===== config.mk =====
export PLATFORM = sky130hd
export DESIGN_NAME = dsp_uart_tx
export DESIGN_NICKNAME = d
export VERILOG_FILES = /design/src/rtl/dsp_uart_tx_pkg.sv /design/src/rtl/dsp_uart_tx_fifo.sv /design/src/rtl/dsp_uart_tx.sv
export SDC_FILE = /design/constraint.sdc
export NUM_CORES = 1
export LEC_CHECK = 0
export ABC_AREA = 1
export CAP_MARGIN = 40
export CELL_PAD_IN_SITES_DETAIL_PLACEMENT = 1
export CELL_PAD_IN_SITES_GLOBAL_PLACEMENT = 2
export CORE_MARGIN = 3
export CORE_UTILIZATION = 35
export DETAILED_ROUTE_END_ITERATION = 6
export HOLD_SLACK_MARGIN = 0.03
export PLACE_DENSITY = 0.71
export SLEW_MARGIN = 20
export SYNTH_ARGS = -nofsm -noshare
export SYNTH_HDL_FRONTEND = slang
export SYNTH_HIERARCHICAL = 1
export SYNTH_SLANG_ARGS = --single-unit
export TNS_END_PERCENT = 5

===== constraint.sdc =====
create_clock -name clk -period 2.2 [get_ports clk]
set_input_delay 0.33 -clock clk [delete_from_list [all_inputs] [get_ports clk]]
set_output_delay 0.33 -clock clk [all_outputs]
set_load 0.05 [all_outputs]

===== src/rtl/dsp_uart_tx_pkg.sv =====
// Shared definitions for the display UART output stage: FSM states, line levels,
// ASCII constants, bytes per word and the hex-digit encoder.
package dsp_uart_tx_pkg;

  typedef enum logic [2:0] {
    ST_IDLE  = 3'd0,
    ST_LOAD  = 3'd1,
    ST_START = 3'd2,
    ST_DATA  = 3'd3,
    ST_STOP  = 3'd4
  } state_t;

  localparam logic       UART_START = 1'b0;
  localparam logic       UART_STOP  = 1'b1;
  localparam logic [7:0] ASCII_ZERO = 8'h30;
  localparam logic [7:0] ASCII_A    = 8'h41;
  localparam logic [7:0] ASCII_LF   = 8'h0A;
  localparam logic [2:0] BYTES_RAW  = 3'd2;
  localparam logic [2:0] BYTES_HEX  = 3'd5;

  // Uppercase ASCII for one hex digit.
  function automatic logic [7:0] hex_ascii(input logic [3:0] nib);
    if (nib < 4'd10) begin
      hex_ascii = ASCII_ZERO + {4'd0, nib};
    end else begin
      hex_ascii = ASCII_A + {4'd0, nib} - 8'd10;
    end
  endfunction

endpackage


===== src/rtl/dsp_uart_tx_fifo.sv =====
// Synchronous word FIFO with occupancy count; pushes to a full FIFO and pops from an
// empty FIFO are ignored. Read data is the head word, valid while not empty.
module dsp_uart_tx_fifo #(
  parameter int DEPTH = 8,
  parameter int LVL_W = 4
) (
  input  logic             clk,
  input  logic             rst,
  input  logic             push,
  input  logic             pop,
  input  logic [15:0]      wr_data,
  output logic [15:0]      rd_data,
  output logic             full,
  output logic             empty,
  output logic [LVL_W-1:0] level
);

  localparam int AW = (DEPTH > 1) ? $clog2(DEPTH) : 1;
  localparam logic [AW-1:0]    PTR_ONE = AW'(1);
  localparam logic [LVL_W-1:0] LVL_ONE = LVL_W'(1);
  localparam logic [LVL_W-1:0] LVL_MAX = LVL_W'(DEPTH);

  logic [15:0]      mem [DEPTH];
  logic [AW-1:0]    wr_ptr;
  logic [AW-1:0]    rd_ptr;
  logic [LVL_W-1:0] count;
  logic             do_push;
  logic             do_pop;

  assign full    = (count == LVL_MAX);
  assign empty   = (count == '0);
  assign level   = count;
  assign do_push = push & ~full;
  assign do_pop  = pop & ~empty;
  assign rd_data = mem[rd_ptr];

  // Pointer and occupancy tracking.
  always_ff @(posedge clk or negedge rst) begin
    if (!rst) begin
      wr_ptr <= '0;
      rd_ptr <= '0;
      count  <= '0;
    end else begin
      if (do_push) wr_ptr <= wr_ptr + PTR_ONE;
      if (do_pop)  rd_ptr <= rd_ptr + PTR_ONE;
      case ({do_push, do_pop})
        2'b10:   count <= count + LVL_ONE;
        2'b01:   count <= count - LVL_ONE;
        default: count <= count;
      endcase
    end
  end

  // Storage array; contents are don't-care until written.
  always_ff @(posedge clk) begin
    if (do_push) mem[wr_ptr] <= wr_data;
  end

endmodule


===== src/rtl/dsp_uart_tx.sv =====
// Display output stage: buffers bus words strobed by dsp_in_en and sends them as 8N1 bytes.
// Define DSP_HEX_EN to send each word as four ASCII hex digits plus newline instead of two raw bytes.
module dsp_uart_tx
  import dsp_uart_tx_pkg::*;
#(
  parameter int CLK_DIV    = 16,
  parameter int FIFO_DEPTH = 8,
  parameter int LVL_W      = 4
) (
  input  logic             clk,
  input  logic             rst,
  input  logic             dsp_in_en,
  input  logic [15:0]      bus,
  output logic             tx,
  output logic             busy,
  output logic             full,
  output logic             empty,
  output logic [LVL_W-1:0] level,
  output logic             overflow
);

`ifdef DSP_HEX_EN
  localparam logic [2:0] BYTES_PER_WORD = BYTES_HEX;
`else
  localparam logic [2:0] BYTES_PER_WORD = BYTES_RAW;
`endif
  localparam int           BW        = $clog2(CLK_DIV);
  localparam logic [BW-1:0] BAUD_LAST = BW'(CLK_DIV - 1);
  localparam logic [BW-1:0] BAUD_ONE  = BW'(1);

  state_t      state, state_n;
  logic [BW-1:0] baud, baud_n;
  logic [2:0]  bit_cnt, bit_n;
  logic [2:0]  byte_idx, idx_n;
  logic [15:0] word, word_n;
  logic [15:0] head;
  logic [7:0]  cur_byte;
  logic        tx_n;
  logic        pop;
  logic        baud_done;

  dsp_uart_tx_fifo #(
    .DEPTH (FIFO_DEPTH),
    .LVL_W (LVL_W)
  ) u_fifo (
    .clk     (clk),
    .rst     (rst),
    .push    (dsp_in_en),
    .pop     (pop),
    .wr_data (bus),
    .rd_data (head),
    .full    (full),
    .empty   (empty),
    .level   (level)
  );

  assign busy      = (state != ST_IDLE) | ~empty;
  assign baud_done = (baud == BAUD_LAST);

  // Byte currently being framed, selected from the held word.
  always_comb begin
    cur_byte = 8'h00;
`ifdef DSP_HEX_EN
    case (byte_idx)
      3'd0:    cur_byte = hex_ascii(word[15:12]);
      3'd1:    cur_byte = hex_ascii(word[11:8]);
      3'd2:    cur_byte = hex_ascii(word[7:4]);
      3'd3:    cur_byte = hex_ascii(word[3:0]);
      default: cur_byte = ASCII_LF;
    endcase
`else
    if (byte_idx == 3'd0) begin
      cur_byte = word[7:0];
    end else begin
      cur_byte = word[15:8];
    end
`endif
  end

  // Next-state, counters and next line level.
  always_comb begin
    state_n = state;
    bit_n   = bit_cnt;
    idx_n   = byte_idx;
    word_n  = word;
    pop     = 1'b0;
    case (state)
      ST_IDLE: begin
        if (!empty) state_n = ST_LOAD;
        else        state_n = ST_IDLE;
      end
      ST_LOAD: begin
        pop     = 1'b1;
        word_n  = head;
        idx_n   = 3'd0;
        state_n = ST_START;
      end
      ST_START: begin
        if (baud_done) begin
          state_n = ST_DATA;
          bit_n   = 3'd0;
        end else begin
          state_n = ST_START;
        end
      end
      ST_DATA: begin
        if (baud_done) begin
          if (bit_cnt == 3'd7) state_n = ST_STOP;
          else                 bit_n   = bit_cnt + 3'd1;
        end else begin
          state_n = ST_DATA;
        end
      end
      ST_STOP: begin
        if (!baud_done) begin
          state_n = ST_STOP;
        end else if (byte_idx != BYTES_PER_WORD - 3'd1) begin
          idx_n   = byte_idx + 3'd1;
          state_n = ST_START;
        end else if (!empty) begin
          state_n = ST_LOAD;
        end else begin
          state_n = ST_IDLE;
        end
      end
      default: state_n = ST_IDLE;
    endcase

    // Baud phase restarts whenever a new state is entered.
    if (state_n != state) begin
      baud_n = '0;
    end else if (baud_done) begin
      baud_n = '0;
    end else begin
      baud_n = baud + BAUD_ONE;
    end

    case (state_n)
      ST_START: tx_n = UART_START;
      ST_DATA:  tx_n = cur_byte[bit_n];
      default:  tx_n = UART_STOP;
    endcase
  end

  // Serialiser state; tx comes straight from a flop.
  always_ff @(posedge clk or negedge rst) begin
    if (!rst) begin
      state    <= ST_IDLE;
      baud     <= '0;
      bit_cnt  <= 3'd0;
      byte_idx <= 3'd0;
      word     <= 16'h0000;
      tx       <= UART_STOP;
      overflow <= 1'b0;
    end else begin
      state    <= state_n;
      baud     <= baud_n;
      bit_cnt  <= bit_n;
      byte_idx <= idx_n;
      word     <= word_n;
      tx       <= tx_n;
      if (dsp_in_en && full) overflow <= 1'b1;
      else                   overflow <= overflow;
    end
  end

endmodule


run_1/power_grid.png
Bar = 50 um. Pins as bars on the die edge. Tap cells in gray.
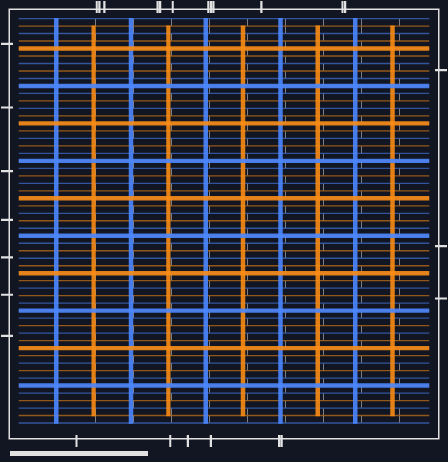
Key: blue = VSS; orange = VDD
55 met1 rails follow the rows. 28 signal pins sit on the boundary. 280 tap cells. 10 straps on met4.

run_1/wires.png
Bar = 50 um. Two of the layers only.
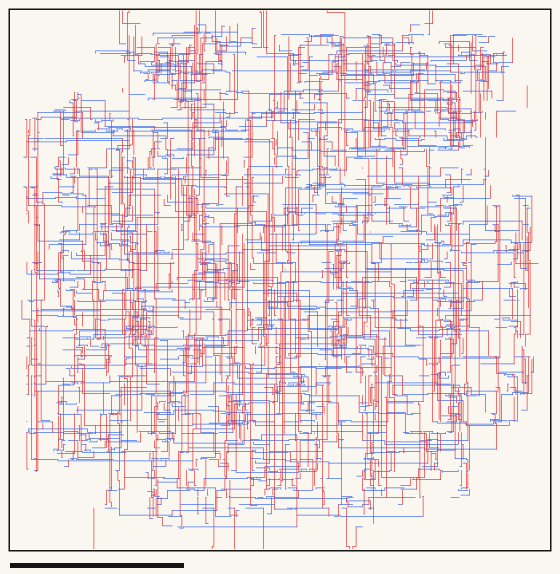
Key: blue = metal 1 [wire length 8690 um]; red = metal 2 [wire length 9780 um]

==> flow_metrics.tcl, run 1 <==
# place-and-route summary
set metrics [dict create \
    critical_path.n_buffers_inverters 1 \
    biggestCellCategory "flip-flops and latches" \
    switching_part_of_the_total_pct 37.6 \
    cts_setup_buffers 0 \
    via_per_inst 4.65 \
    end_kind "output pin" \
    io_pins 28 \
    enable_flop_cells 128 \
    mappedNetlistNets 872 \
    core_util_floorplan_pct 35.7 \
    worst_setup_path_start_kind "flip-flop" \
    layout_top_cells "307 x sky130_fd_sc_hd__nand2_1, 135 x sky130_fd_sc_hd__nor2_1, 128 x sky130_fd_sc_hd__edfxtp_1, 94 x sky130_fd_sc_hd__inv_1, 35 x sky130_fd_sc_hd__dfrtp_1" \
    hpwl_mm 12.9 \
    power.density_nw_per_um2 1310 \
    drt_iter0_drc 260 \
    post-route-min-period_ns 2.07 \
    num-multi-input-gates 544 \
    yosys_cells 842 \
    route.detailed.drc 0 \
    number_of_antenna_violations_at_the_first_check_in_global_routing 0 \
    fin_util_pct 42.4 \
    synth.avg_cell_area_um2 9.28 \
    wirelength_met1_mm 8.69 \
    coreArea_um2 21900 \
    worst_slew_pin_slew_ns 0.504 \
    clock_net_power_mw 3.24 \
    outcome "finished clean" \
    die_w_um 155 \
    wl_met3_um 392 \
    power.total_mw 12.2 \
    via_count_of_the_first_global_routing_pass 5866 \
    nClkBuffers 18 \
    inverters 99 \
    final_estimated_routing_congestion_in_global_placement 0.805 \
    logic_area_um2 2460 \
    placement.io_buffers 27 \
    switching_power_mw 4.58 \
    startpoint "tx$_DFF_PN1_" \
    synthArstFlopShare_pct 24.3 \
    cts_max_level 4 \
    hold_violations 0 \
    cts_root_buffer "sky130_fd_sc_hd__clkbuf_16" \
    share_of_yosys_cell_area_claimed_by_the_top_area_cell_type_pct 49.2 \
    met2RoutedLength_mm 9.78 \
    cts_buffers 17 \
    min-delay-path-class "input pin to asynchronous set/reset pin" \
    irDropWorstVdd_uv 628 \
    yosysTopAreaCell "sky130_fd_sc_hd__edfxtp_1" \
    setup_tns_ns 0 \
    synth_seq_share_pct 62.3 \
    worstPathRequired_ns 1.87 \
    grt_first_pass_wirelength_mm 31.3 \
    critical_path_peak_fanout 1 \
    finalClockPeriodUsage_pct 94.0 \
    netlist_instances 842 \
    numClockSinks 169 \
    flow.area_growth_from_synthesis_pct 18.7 \
    final_antenna_net_count 0 \
    fin_worst_skew_ns 0.0119 \
    critical_path.slowest_cell "sky130_fd_sc_hd__clkdlybuf4s50_1" \
    log.warning_count 28 \
    total_leakage_power_nw 4.14 \
    sequentialPowerShare_pct 36.9 \
    route.vias.total 5501 \
    yosysUniqueCellTypes 40 \
    buf_share_pct 6.36 \
    row_count 54 \
    pwr-share-clk_pct 26.7 \
    holdBufCountCts 1 \
    setup_violations 0 \
    comb_power_mw 4.43 \
    finish.net_count 921 \
    cts_tree "built" \
    power_leader "registers" \
    grt_overflow_total 0 \
    lay_top_count "sky130_fd_sc_hd__nand2_1" \
    powerSeq_mw 4.50 \
    topCellsByArea "sky130_fd_sc_hd__edfxtp_1 49%, sky130_fd_sc_hd__nand2_1 15%, sky130_fd_sc_hd__dfrtp_1 13%" \
    max_freq_mhz 484 \
    die-area_um2 24200 \
    area_taken_by_flip_flops_and_latches_um2 4880 \
    layout.non_clock_buffers 60 \
    ys_seq_elements 169 \
    clkTransAtPathRegs_ns 0.07 \
    avgRoutedWirePerCell_um 16.2 \
    setup_repair_after_global_routing_missed_its_margin "false" \
    yosys_most_used_dff "sky130_fd_sc_hd__edfxtp_1" \
    crit_chain "clkdlybuf4s50_1" \
    yosys_area_um2 7810 \
    insertedDiodeCount 0 \
    post_cts_resize_count 0 \
    logic_gate_fraction_of_the_total_cell_area_pct 26.5 \
    timing.final.max_slew_violations 0 \
    max_stage_delay_ns 0.79 \
    clock_insertion_delay_worst_skew_ns 0.43 \
    synth.most_common_cell "sky130_fd_sc_hd__nand2_1" \
    route.final.wire_length_mm 19.1 \
    max_cap_violations 0 \
    yosys-top-cells-count "307 x sky130_fd_sc_hd__nand2_1, 137 x sky130_fd_sc_hd__nor2_1, 128 x sky130_fd_sc_hd__edfxtp_1" \
    max_slew_margin_pct 66.3 \
    comb_power_share_pct 36.4 \
    groute.usage.overall_pct 16.9 \
    maxUsedRoutingLayer "met4" \
    grt_start_max_net_pins 55 \
    ys.warnings.count 6 \
    chipHeight_um 155 \
    max-clock-path-buffers 2 \
    r2r-start "state[2]$_DFF_PN0_" \
    clockNetworkAreaShare_pct 6.78 \
    worst_ep_arrival_time_ns 1.74 \
    path_class "flip-flop to output pin" \
    synth.cell_area_um2 7810 \
    drt_pass1_iterations 4 \
    drive_above_1_share_pct 12.5 \
    worst_path_dominant_cell_family "buffers and inverters" \
    power_report.internal_total_mw 7.59 \
]
run_1/placement.png
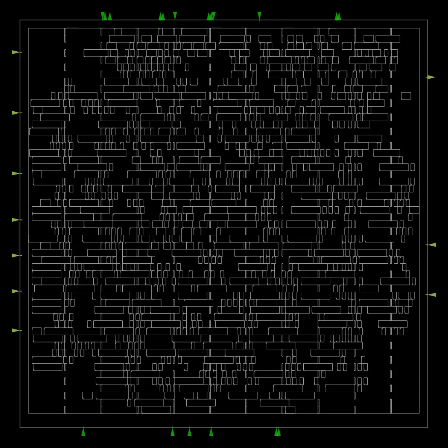
Tap Cells: 280
fillcell total: 2516
number of sequential cells in the layout: 169
sequential portion of the cell area: 52.6%

-- run 1: metal layers --
| metal | vias to the layer above | GRT usage, % |
|---|---|---|
| li1 | 2738 | - |
| met1 | 2689 | 21.4 |
| met2 | 53 | 29.2 |
| met3 | 21 | 3.14 |
| met4 | 0 | 5.29 |
| met5 | - | 0 |
-- run 1: worst paths after layout --
check                                              endpoint  slack (ns)  cells past startpoint
worst max register to register  u_fifo/level[2]$_DFFE_PN0P_        0.22                     11
min in group clk                       overflow$_DFFE_PN0P_        0.46                      1
worst max-delay path                                     tx        0.13                      1
worst min register to register         overflow$_DFFE_PN0P_        0.46                      1
worst min-delay path                   bit_cnt[1]$_DFF_PN0_        0.36                      2
max in group asynchronous       u_fifo/level[3]$_DFFE_PN0P_        1.24                      4
-- run 1: kinds of logic (layout without fill, tap and decap cells) --
| logic type | Yosys count | in the layout | share of synthesized area (%) |
|---|---|---|---|
| compound gates | 23 | 23 | 1.78 |
| xor+xnor | 7 | 7 | 0.785 |
| fa+ha+maj | 11 | 11 | 1.86 |
| buf+inv | 129 | 189 | 6.85 |
| flops | 169 | 169 | 62.3 |
| simple gates | 503 | 503 | 26.4 |
-- run 1: per-stage QoR --
stage | setup WS [ns] | std cells | hold slack (ns) | cell area (um2)
final | 0.133 | 1182 | 0.362 | 9280
after CTS | 0.0419 | 1181 | 0.461 | 9240
after global routing | 0.00752 | 1182 | 0.375 | 9280
after floorplan | 0.00106 | 842 | 0.0344 | 7870
after global placement | 0.121 | 1150 | 0.442 | 8600
after detailed placement | 0.0623 | 1150 | 0.446 | 8600
-- run 1: sequential cells by signal, summed over array words and instances (netlist names) --
signal and count:
overflow 1, u_fifo/rd_ptr 3, bit_cnt 3, u_fifo/mem 128, tx 1, u_fifo/wr_ptr 3, word 16, baud 4
byte_idx 3, state 3, u_fifo/level 4
==> run 1 -> run 2 <==
PLACE_DENSITY = 0.86   (was 0.71)
run_2/placement_by_type.png
Bar = 50 um.
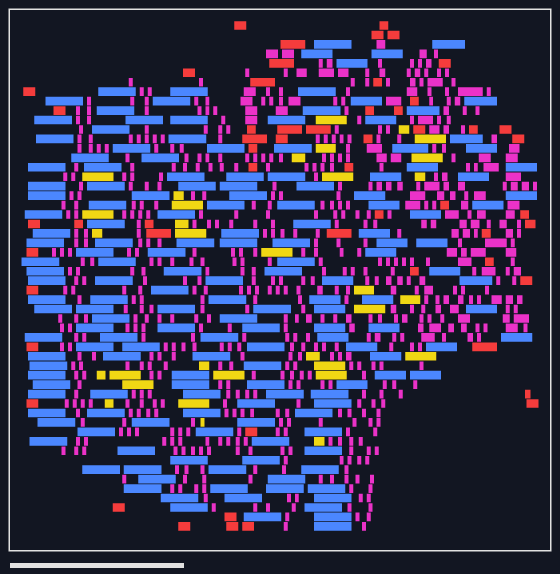
Key: magenta = combinational and other logic [cells 643, share of their area 32%]; yellow = clock drivers and dummy loads [cells 32, share of their area 6.5%]; blue = flops [cells 169, share of their area 55%]; red = other buffers and delay cells [cells 54, share of their area 6.5%]

run_2/placement.png
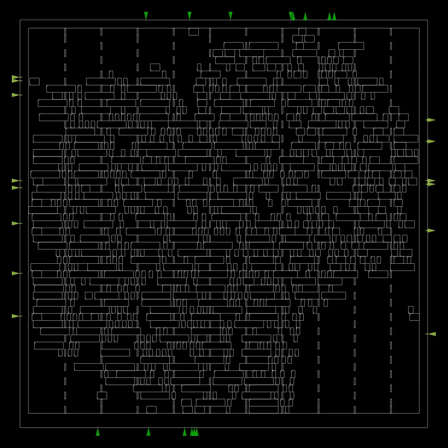
placeable core region: 21900 um2
share of the core filled with cells in the final layout: 42.1%

run_2/clk_routes.png
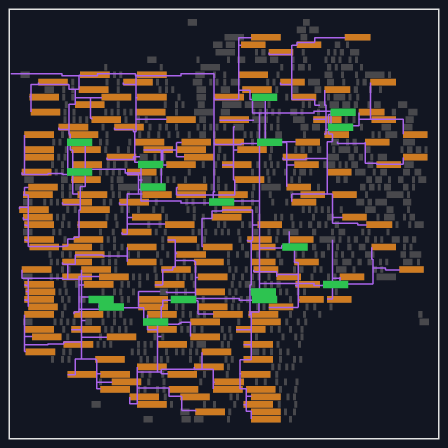
Key: orange = flip-flops [count 169]; purple = clock wires [length 2090 um]; green = clock drivers [count 17]
There are 18 routed clock nets. Position of the flops: all over the die.

==> run 2 against run 1 <==
  * Area after synthesis did not move
  * Critical endpoint unchanged
  * Synthesized cell count did not move
  * Sequential power barely moved
  * Clock skew fell by 0.0014 ns
  * Count of clock-buffer cells in the layout fell by 1
  * First-iteration DRC count rose by 8.1%
  * Sequential share of layout area rose by 0.38 points
  * Routed wire length fell by 7.1%
  * Highest routed layer unchanged
  * Worst hold slack got worse by 0.0099 ns
  * Fmax rose by 0.30%
  * Clock power fell by about 10%
==> flow_metrics.tcl, run 2 <==
# place-and-route summary
set metrics [dict create \
    outcome "finished clean" \
    yosysTopAreaCell "sky130_fd_sc_hd__edfxtp_1" \
    via_count_of_the_first_global_routing_pass 5651 \
    yosys_area_um2 7810 \
    worst_path_dominant_cell_family "buffers and inverters" \
    ys_seq_elements 169 \
    drt_pass1_iterations 4 \
    mappedNetlistNets 872 \
    synthArstFlopShare_pct 24.3 \
    timing.final.max_slew_violations 0 \
    hpwl_mm 11.4 \
    max_freq_mhz 485 \
    final_area_um2 9210 \
    largest_register_ff_count 128 \
    end_kind "output pin" \
    numClockSinks 169 \
    cts_max_level 4 \
    clock_net_power_mw 2.91 \
    avgRoutedWirePerCell_um 15.1 \
    share_of_yosys_cell_area_claimed_by_the_top_area_cell_type_pct 49.2 \
    groute.layer.met2.usage_pct 28.1 \
    largest_registers "u_fifo/mem (128), word (16)" \
    finish.net_count 915 \
    worst_slew_pin_slew_ns 0.677 \
    cts_root_buffer "sky130_fd_sc_hd__clkbuf_16" \
    critical_path_peak_fanout 1 \
    route.final.wire_length_mm 17.8 \
    cts_buffers 17 \
    total_leakage_power_nw 4.08 \
    route.detailed.drc 0 \
    yosysUniqueCellTypes 40 \
    die-area_um2 24200 \
    row_count 54 \
    clkTransAtPathRegs_ns 0.07 \
    critical_path.slowest_cell "sky130_fd_sc_hd__clkdlybuf4s50_1" \
    switching_part_of_the_total_pct 39.7 \
    wirelength_met1_mm 7.97 \
    topCellsByArea "sky130_fd_sc_hd__edfxtp_1 49%, sky130_fd_sc_hd__nand2_1 15%, sky130_fd_sc_hd__dfrtp_1 13%" \
    synth.most_common_cell "sky130_fd_sc_hd__nand2_1" \
    global_route.usage.met3_pct 3.14 \
    fin_worst_skew_ns 0.0105 \
    post-route-min-period_ns 2.06 \
    regMostFlops "u_fifo/mem" \
    setup_violations 0 \
    switching_power_mw 4.65 \
    max_slew_margin_pct 54.8 \
    r2r-start "state[2]$_DFF_PN0_" \
    drive_above_1_share_pct 11.9 \
    clock_insertion_delay_worst_skew_ns 0.43 \
    power.density_nw_per_um2 1270 \
    yosys-top-cells-count "307 x sky130_fd_sc_hd__nand2_1, 137 x sky130_fd_sc_hd__nor2_1, 128 x sky130_fd_sc_hd__edfxtp_1" \
    max_cap_violations 0 \
    chipHeight_um 155 \
    layout_top_cells "307 x sky130_fd_sc_hd__nand2_1, 136 x sky130_fd_sc_hd__nor2_1, 128 x sky130_fd_sc_hd__edfxtp_1, 94 x sky130_fd_sc_hd__inv_1, 35 x sky130_fd_sc_hd__dfrtp_1" \
    startpoint "tx$_DFF_PN1_" \
    ys.warnings.count 6 \
    drt_iter0_drc 281 \
    yosys_most_used_dff "sky130_fd_sc_hd__edfxtp_1" \
    wl_met3_um 413 \
    sequentialPowerShare_pct 38.2 \
    placement.io_buffers 27 \
    log.warning_count 28 \
    final_estimated_routing_congestion_in_global_placement 0.724 \
    max_stage_delay_ns 0.79 \
    setup_tns_ns 0 \
    via_per_inst 4.62 \
    cts_tree "built" \
    worst_setup_path_start_kind "flip-flop" \
    lay_top_count "sky130_fd_sc_hd__nand2_1" \
    grt_start_max_net_pins 39 \
    critical_path.n_buffers_inverters 1 \
    hold_violations 0 \
    grt_first_pass_wirelength_mm 29.4 \
    crit_chain "clkdlybuf4s50_1" \
    setup_repair_after_global_routing_missed_its_margin "false" \
    finalClockPeriodUsage_pct 93.7 \
    grt_overflow_total 0 \
    worstPathRequired_ns 1.87 \
    grt_busiest_layer "met2" \
    final_antenna_net_count 0 \
    power_leader "registers" \
    enable_flop_cells 128 \
    groute.usage.overall_pct 15.5 \
    synth.avg_cell_area_um2 9.28 \
    worst_ep_arrival_time_ns 1.73 \
    flow.area_growth_from_synthesis_pct 17.9 \
    maxUsedRoutingLayer "met4" \
    irDropWorstVdd_uv 653 \
    met2RoutedLength_mm 9.28 \
    path_class "flip-flop to output pin" \
    io_pins 28 \
    min-delay-path-class "input pin to asynchronous set/reset pin" \
    comb_power_mw 4.34 \
    synth.cell_area_um2 7810 \
    insertedDiodeCount 0 \
    yosys_cells 842 \
    powerSeq_mw 4.48 \
    pwr-share-clk_pct 24.8 \
    comb_power_share_pct 37.0 \
    synth_seq_share_pct 62.3 \
    core_util_floorplan_pct 35.7 \
    netlist_instances 842 \
    met1_usage_pct 19.1 \
    max-clock-path-buffers 2 \
    die_w_um 155 \
    power_report.internal_total_mw 7.08 \
    route.vias.total 5443 \
    number_of_antenna_violations_at_the_first_check_in_global_routing 0 \
    post_dp_cell_area_um2 8610 \
]
run 2: worst paths after layout:
path	slack [ns]	cells past startpoint	end
max reg2reg	0.19	11	u_fifo/level[2]$_DFFE_PN0P_
max	0.14	1	tx
max in group asynchronous	1.35	3	u_fifo/rd_ptr[0]$_DFFE_PN0P_
min in group clk	0.46	1	overflow$_DFFE_PN0P_
min	0.35	2	baud[2]$_DFF_PN0_
min reg2reg	0.46	1	overflow$_DFFE_PN0P_
run 2: final cells by class:
type	instances	area, um2
Fill cell	2538	12700
Sequential cell	169	4880
Multi-Input combinational cell	544	2460
Timing Repair Buffer	54	577
Clock buffer	17	425
Inverter	99	372
Tap cell	280	350
Clock inverter	15	154
run 2: what timing repair did:
action	CTS	global route
endpoints found under the setup margin	1	3
resized	1	2
setup buffers	0	1
hold endpoints to repair	12	0
hold buffers	1	0
run 2: metrics by stage:
stage | std cells | power (mW) | util (%) | hold WS, ns | setup slack [ns]
3_3_place_gp | 1144 | 8.79 | 39.3 | 0.275 | 0.113
2_1_floorplan | 842 | 7.51 | - | 0.0344 | 0.00106
5_1_grt | 1178 | 12.7 | 42.1 | 0.367 | 0.00511
3_5_place_dp | 1144 | 8.92 | 39.3 | 0.269 | 0.0805
4_1_cts | 1177 | 11.9 | 42.0 | 0.349 | 0.0863
6_report | 1178 | 11.7 | 42.1 | 0.352 | 0.139
run 2: logic make-up after synthesis:
kind of cell | count (synthesis) | synth area share [%]
AND/OR/NAND/NOR | 503 | 26.4
flip-flops | 169 | 62.3
buffers and inverters | 129 | 6.85
AND-OR/OR-AND | 23 | 1.78
adder cells (fa/ha/maj) | 11 | 1.86
XOR/XNOR | 7 | 0.785
Power figures rest on the tool's default switching activity, not on a simulated workload.
